## config.mk

```make
export PLATFORM = sky130hd
export DESIGN_NAME = gf_mul_prod_157_flat
export DESIGN_NICKNAME = d
export VERILOG_FILES = /design/src/rtl/gf_mul_prod_157_if.sv /design/src/rtl/gf_mul_prod_157.sv /design/src/flat_wrapper.sv
export SDC_FILE = /design/constraint.sdc
export NUM_CORES = 1
export LEC_CHECK = 0
export CORE_UTILIZATION = 56
export CTS_CLUSTER_DIAMETER = 100
export DETAILED_ROUTE_END_ITERATION = 10
export HOLD_SLACK_MARGIN = 0.03
export PLACE_DENSITY = 0.89
export SYNTH_ARGS = -nofsm -noshare
export SYNTH_HDL_FRONTEND = slang
export SYNTH_SLANG_ARGS = --single-unit
```

## constraint.sdc

```tcl
create_clock -name clk -period 3.1 [get_ports clk]
set_input_delay 0.775 -clock clk [delete_from_list [all_inputs] [get_ports clk]]
set_output_delay 0.775 -clock clk [all_outputs]
set_load 0.005 [all_outputs]
```

## src/rtl/gf_mul_prod_157_if.sv

```systemverilog
// Operand/product handshake bundle for the GF(157) shift-and-add multiplier.
// The slave side is the multiplier; the master side feeds operands and takes products.
interface gf_mul_prod_157_if #(
  parameter int W  = 8,
  parameter int PW = 15
);
  logic          in_valid;
  logic          in_ready;
  logic [W-1:0]  din_a;
  logic [W-1:0]  din_b;
  logic          out_valid;
  logic          out_ready;
  logic [PW-1:0] dout_p;
  logic          err;

  modport master (
    output in_valid, din_a, din_b, out_ready,
    input  in_ready, out_valid, dout_p, err
  );

  modport slave (
    input  in_valid, din_a, din_b, out_ready,
    output in_ready, out_valid, dout_p, err
  );
endinterface

```

## src/rtl/gf_mul_prod_157.sv

```systemverilog
// Sequential shift-and-add multiplier producing the 15-bit raw product for the p=157 Barrett reducer.
// Optional operand range flag: define GF_MUL_OPERAND_CHECK_EN.
//
// state | meaning
// IDLE  | waiting for an operand pair, in_ready=1
// BUSY  | W fixed shift-and-add steps, one per cycle
// DONE  | product presented with out_valid=1 until out_ready
module gf_mul_prod_157 #(
  parameter int P  = 157,
  parameter int W  = 8,
  parameter int PW = 15
) (
  input  logic            clk,
  input  logic            rst,
  gf_mul_prod_157_if.slave bus
);

  localparam int CW = (W > 1) ? $clog2(W) : 1;
  localparam logic [CW-1:0] LAST = CW'(W - 1);

  // The largest in-range product must fit the reducer input.
  if ((P - 1) * (P - 1) >= (1 << PW)) begin : g_pw_check
    $error("PW too narrow for (P-1)^2");
  end

  typedef enum logic [1:0] {IDLE, BUSY, DONE} state_t;

  state_t          state;
  logic [2*W-1:0]  acc;
  logic [2*W-1:0]  a_sh;
  logic [W-1:0]    b_sh;
  logic [CW-1:0]   count;
  logic [2*W-1:0]  acc_next;
  logic            load;
  logic            out_valid_q;
  logic [PW-1:0]   dout_p_q;

  assign bus.in_ready  = (state == IDLE) || (state == DONE && bus.out_ready);
  assign load          = bus.in_valid && bus.in_ready;
  assign acc_next      = b_sh[0] ? (acc + a_sh) : acc;
  assign bus.out_valid = out_valid_q;
  assign bus.dout_p    = dout_p_q;

`ifdef GF_MUL_OPERAND_CHECK_EN
  logic bad_q;
  logic err_q;
  assign bus.err = err_q;
`else
  assign bus.err = 1'b0;
`endif

  always_ff @(posedge clk or posedge rst) begin
    if (rst) begin
      state       <= IDLE;
      acc         <= '0;
      a_sh        <= '0;
      b_sh        <= '0;
      count       <= '0;
      out_valid_q <= 1'b0;
      dout_p_q    <= '0;
`ifdef GF_MUL_OPERAND_CHECK_EN
      bad_q       <= 1'b0;
      err_q       <= 1'b0;
`endif
    end else begin
      case (state)
        IDLE: ;
        BUSY: begin
          acc   <= acc_next;
          a_sh  <= a_sh << 1;
          b_sh  <= b_sh >> 1;
          count <= count + 1'b1;
          if (count == LAST) begin
            state       <= DONE;
            out_valid_q <= 1'b1;
`ifdef GF_MUL_OPERAND_CHECK_EN
            dout_p_q    <= bad_q ? '0 : acc_next[PW-1:0];
            err_q       <= bad_q;
`else
            dout_p_q    <= acc_next[PW-1:0];
`endif
          end
        end
        DONE: begin
          if (bus.out_ready) begin
            out_valid_q <= 1'b0;
            state       <= IDLE;
`ifdef GF_MUL_OPERAND_CHECK_EN
            err_q       <= 1'b0;
`endif
          end
        end
        default: state <= IDLE;
      endcase

      // Acceptance from IDLE or from DONE overrides the state chosen above,
      // which gives the bubble-free DONE -> BUSY handoff.
      if (load) begin
        state <= BUSY;
        acc   <= '0;
        a_sh  <= {{W{1'b0}}, bus.din_a};
        b_sh  <= bus.din_b;
        count <= '0;
`ifdef GF_MUL_OPERAND_CHECK_EN
        bad_q <= (bus.din_a >= W'(P)) || (bus.din_b >= W'(P));
`endif
      end
    end
  end

endmodule

```

## src/flat_wrapper.sv

```systemverilog
// flat-port wrapper written by rule: the top's interface ports become plain ports
module gf_mul_prod_157_flat 
#(
  parameter int P  = 157,
  parameter int W  = 8,
  parameter int PW = 15
)
  (clk, rst, bus_in_valid, bus_din_a, bus_din_b, bus_out_ready, bus_in_ready, bus_out_valid, bus_dout_p, bus_err);
  gf_mul_prod_157_if #(.W(W), .PW(PW)) bus_i ();
  input  logic clk;
  input  logic rst;
  input wire logic [$bits(bus_i.in_valid)-1:0] bus_in_valid;
  input wire logic [$bits(bus_i.din_a)-1:0] bus_din_a;
  input wire logic [$bits(bus_i.din_b)-1:0] bus_din_b;
  input wire logic [$bits(bus_i.out_ready)-1:0] bus_out_ready;
  output wire logic [$bits(bus_i.in_ready)-1:0] bus_in_ready;
  output wire logic [$bits(bus_i.out_valid)-1:0] bus_out_valid;
  output wire logic [$bits(bus_i.dout_p)-1:0] bus_dout_p;
  output wire logic [$bits(bus_i.err)-1:0] bus_err;
  assign bus_i.in_valid = bus_in_valid;
  assign bus_i.din_a = bus_din_a;
  assign bus_i.din_b = bus_din_b;
  assign bus_i.out_ready = bus_out_ready;
  assign bus_in_ready = bus_i.in_ready;
  assign bus_out_valid = bus_i.out_valid;
  assign bus_dout_p = bus_i.dout_p;
  assign bus_err = bus_i.err;
  gf_mul_prod_157 #(.P(P), .W(W), .PW(PW)) u_core (.clk(clk), .rst(rst), .bus(bus_i));
endmodule
```

==> impl_metrics.env <==
# yosys + openroad results
export IMPL_slew_violations=0
export IMPL_hold_ws_ps=464.8
export IMPL_drcViolationCount=0
export IMPL_fmax_mhz=358.6
export IMPL_ys_cells=352
export IMPL_hold_buffers=0
export IMPL_met3_usage_pct=5.581
export IMPL_top_cell_area_share_pct=45.61
export IMPL_highest_layer="met4"
export IMPL_fillCellCount=442
export IMPL_leakagePower_nw=1.746
export IMPL_grt_max_degree=60
export IMPL_clk_latency_ps=340
export IMPL_async_flop_share_pct=100.0
export IMPL_n_antenna_cell=0
export IMPL_hold_viol=0
export IMPL_p_int_mw=2.261
export IMPL_busiest_layer="met2"
export IMPL_final_common_cell="nand2_1"
export IMPL_status="complete, no violations"
export IMPL_setup_violations=0
export IMPL_fin_crit_ps=2789
export IMPL_hold_path_startpoint="u_core.bus.dout_p[5]"
export IMPL_critPathLaunchType="input port"
export IMPL_wl_met2_um=3306
export IMPL_hold_path_depth=2
export IMPL_hold_path_class="reg -> reg"
export IMPL_hpwl_um=4537
export IMPL_lay_top_cells="nand2_1, dfrtp_1, clkdlybuf4s50_1, o21ai_0, a21oi_1"
export IMPL_row_count=27
export IMPL_dp_slack_ps=307.2
export IMPL_die_height_um=78.03
export IMPL_met2_usage_pct=40.44
export IMPL_die_x_um=78.03
export IMPL_setup_tns_ps=0
export IMPL_antenna_found_initial=0
export IMPL_gr_usage_met1_pct=33.70
export IMPL_synthesis_area_um2=3237
export IMPL_drt_first_pass_iters=5
export IMPL_netlist_instances=352
export IMPL_dp_cells=445
export IMPL_rsz0062_at_grt="no"
export IMPL_cts_sinks=59
export IMPL_io_buffers=36
export IMPL_layout_drive_gt1_share_pct=7.712
export IMPL_ant_nets=0
export IMPL_syn_area_per_cell_um2=9.196
export IMPL_drt_met1_wl_um=3044
export IMPL_yosys_area_um2=3237
export IMPL_wl_met3_um=355
export IMPL_pin_count=38
export IMPL_crit_start="bus_out_ready"
export IMPL_yosysMostFrequentCell="nand2_1"
export IMPL_instances_no_fill=461
export IMPL_vias_per_cell=5.696
export IMPL_critical_path_class="in -> out"
export IMPL_ctsResizeCount=0
export IMPL_drv_cap=0
export IMPL_clock_path_buffers=2
export IMPL_clkTransAtPathRegs_ps=60
export IMPL_grt_pass1_vias=2528
export IMPL_cts_tree="built"
export IMPL_common_cells="nand2_1, dfrtp_1, o21ai_0, a21oi_1, ha_1"
export IMPL_p_sw_mw=1.550
export IMPL_slew_headroom_pct=23.95
export IMPL_yosysUniqueCellTypes=49
export IMPL_reg2regPathDepth=9
export IMPL_drt_iter0_drc=204
export IMPL_ys_flop_type="dfrtp_1"
export IMPL_fin_total_pwr_mw=3.811
export IMPL_tool_warnings=26
export IMPL_p_sw_share_pct=40.68
export IMPL_placed_cell_area_um2=3630
export IMPL_wl_per_cell_um=14.74
export IMPL_rr_startpoint="u_core.a_sh[0]"
export IMPL_ys_top_cells_by_area="dfrtp_1, nand2_1, ha_1"
export IMPL_power_frac_seq_pct=34.7
export IMPL_worst_pin_slew_ps=1137
export IMPL_ys_ff=59
export IMPL_htree_levels=3
export IMPL_powerDensity_nw_per_um2=998.3
export IMPL_numCtsBuffers=9
export IMPL_chipArea_um2=6088
export IMPL_timing_final_crit_share_pct=89.96
export IMPL_grt_pass1_wl_um=11720
export IMPL_cp_end_kind="output port"
export IMPL_ys_seq_share_pct=45.61
export IMPL_finClkSkew_ps=10.05
export IMPL_synth_nets=389
export IMPL_clkPwrFrac_pct=18.0
export IMPL_cp_max_fo=3
export IMPL_cp_data_required_time_ps=2320
export IMPL_yosys_warnings=0
export IMPL_cp_arrival_ps=2010
export IMPL_fin_nets=421
export IMPL_edf_count=0
export IMPL_postCtsSetupBuffers=0
export IMPL_routed_wl_um=6797
export IMPL_grt_ovfl_total=0
export IMPL_place_congestion=0.9132
export IMPL_track_usage_pct=25.17
export IMPL_synth_top_cell_by_area="dfrtp_1"
export IMPL_cts_root_buf="clkbuf_8"
export IMPL_vias=2626
export IMPL_comb_power_share_pct=47.4
export IMPL_ir_drop_mv=0.4421
## final timing paths
| check | slack [ps] | to |
|---|---|---|
| max | 310 | bus_in_ready |
| min | 460 | u_core.bus.dout_p[5] |
| max reg2reg | 560 | u_core.acc[14] |
| min reg2reg | 460 | u_core.bus.dout_p[5] |
| max in group asynchronous | 1630 | u_core.a_sh[13] |
| min in group asynchronous | 950 | u_core.state[0] |
## critical path, stage by stage
cell             delay, ps
clkdlybuf4s50_1        500
inv_1                   60
a21oi_1                160
clkdlybuf4s50_1        520
## power groups by stage
stage / sequential [mW] / combinational, mW / clock [mW]
detailed placement: 1.33 / 1.79 / 0
global route: 1.36 / 2.01 / 0.722
floorplan: 1.25 / 1.36 / 0
finish: 1.32 / 1.80 / 0.684
CTS: 1.32 / 1.80 / 0.691
global placement: 1.31 / 1.72 / 0
## logic make-up after synthesis
group | after synthesis | share of synthesized area [%]
simple gates | 131 | 17.63
fa+ha+maj | 17 | 6.803
mux | 12 | 3.943
xor+xnor | 13 | 3.518
compound gates | 93 | 18.86
other cells | 1 | 0.1159
buf+inv | 26 | 3.518
flops | 59 | 45.61
## flip-flops by register name, indices dropped and copies added, names as in the netlist
name and flops:
u_core.bus.dout_p 15, u_core.state 2, u_core.count 3, u_core.acc 15, u_core.b_sh 8, u_core.a_sh 15, u_core.bus.out_valid 1
## area by class of cell
type | count | area, um^2 | area share (%)
Clock buffer | 14 | 152.6 | 3.999
Clock inverter | 2 | 35.03 | 0.9177
Inverter | 7 | 26.28 | 0.6883
Multi-Input combinational cell | 267 | 1647 | 43.13
Sequential cell | 59 | 1476 | 38.68
Tap cell | 72 | 90.09 | 2.360
Timing Repair Buffer | 40 | 390.4 | 10.23
### Placement density heat map

8 x 8 tiles, from black (low) to pale yellow (high), 0 to 100% covered.
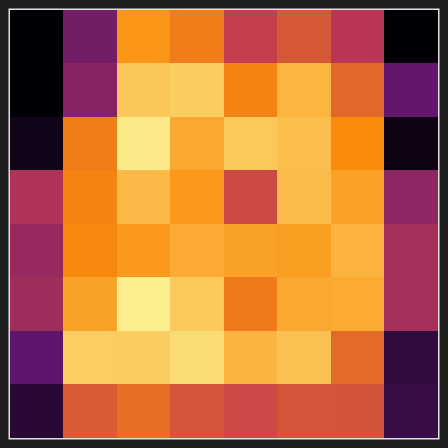
nearly empty tiles = 4.7%
fullest tile = 96%
emptiest ninth of the die = upper left
mean over tiles = 61%
tiles over 75% full = 42%
Starting Density: 58.42%
core occupancy in the finished layout: 68.90%
total core area: 5540 um^2

### Sizing map

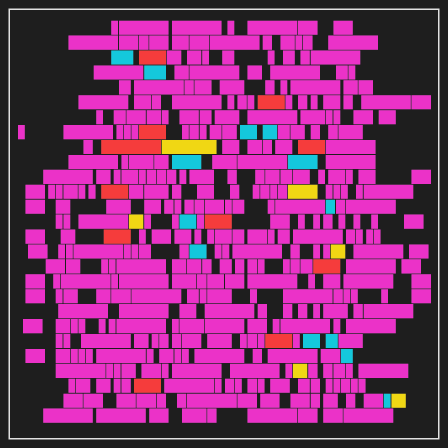
red -> drive 6 and up  # cells 11, share 2.8%
cyan -> drive 2  # cells 13, share 3.3%
magenta -> drive 1 or less  # cells 359, share 92%
yellow -> drive 3 to 4  # cells 6, share 1.5%
fin area: 3817 um^2
count of plain and timing-repair buffers: 40
area grow syn2layout: 17.94%
worst setup margin: 311.1 ps

### Cells colored by class

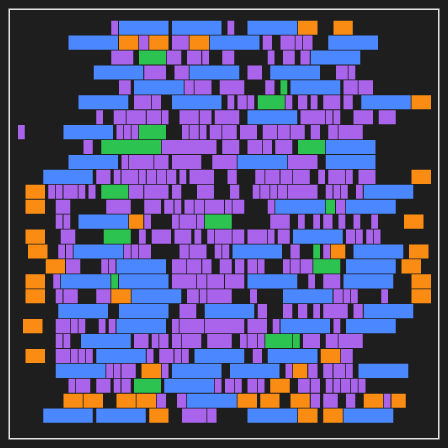
orange -> other buffers and delay cells  # cells 40
green -> clock drivers and dummy loads  # cells 16
purple -> all other logic  # cells 274
blue -> flip-flops  # cells 59

Power and IR drop assume default switching activity.
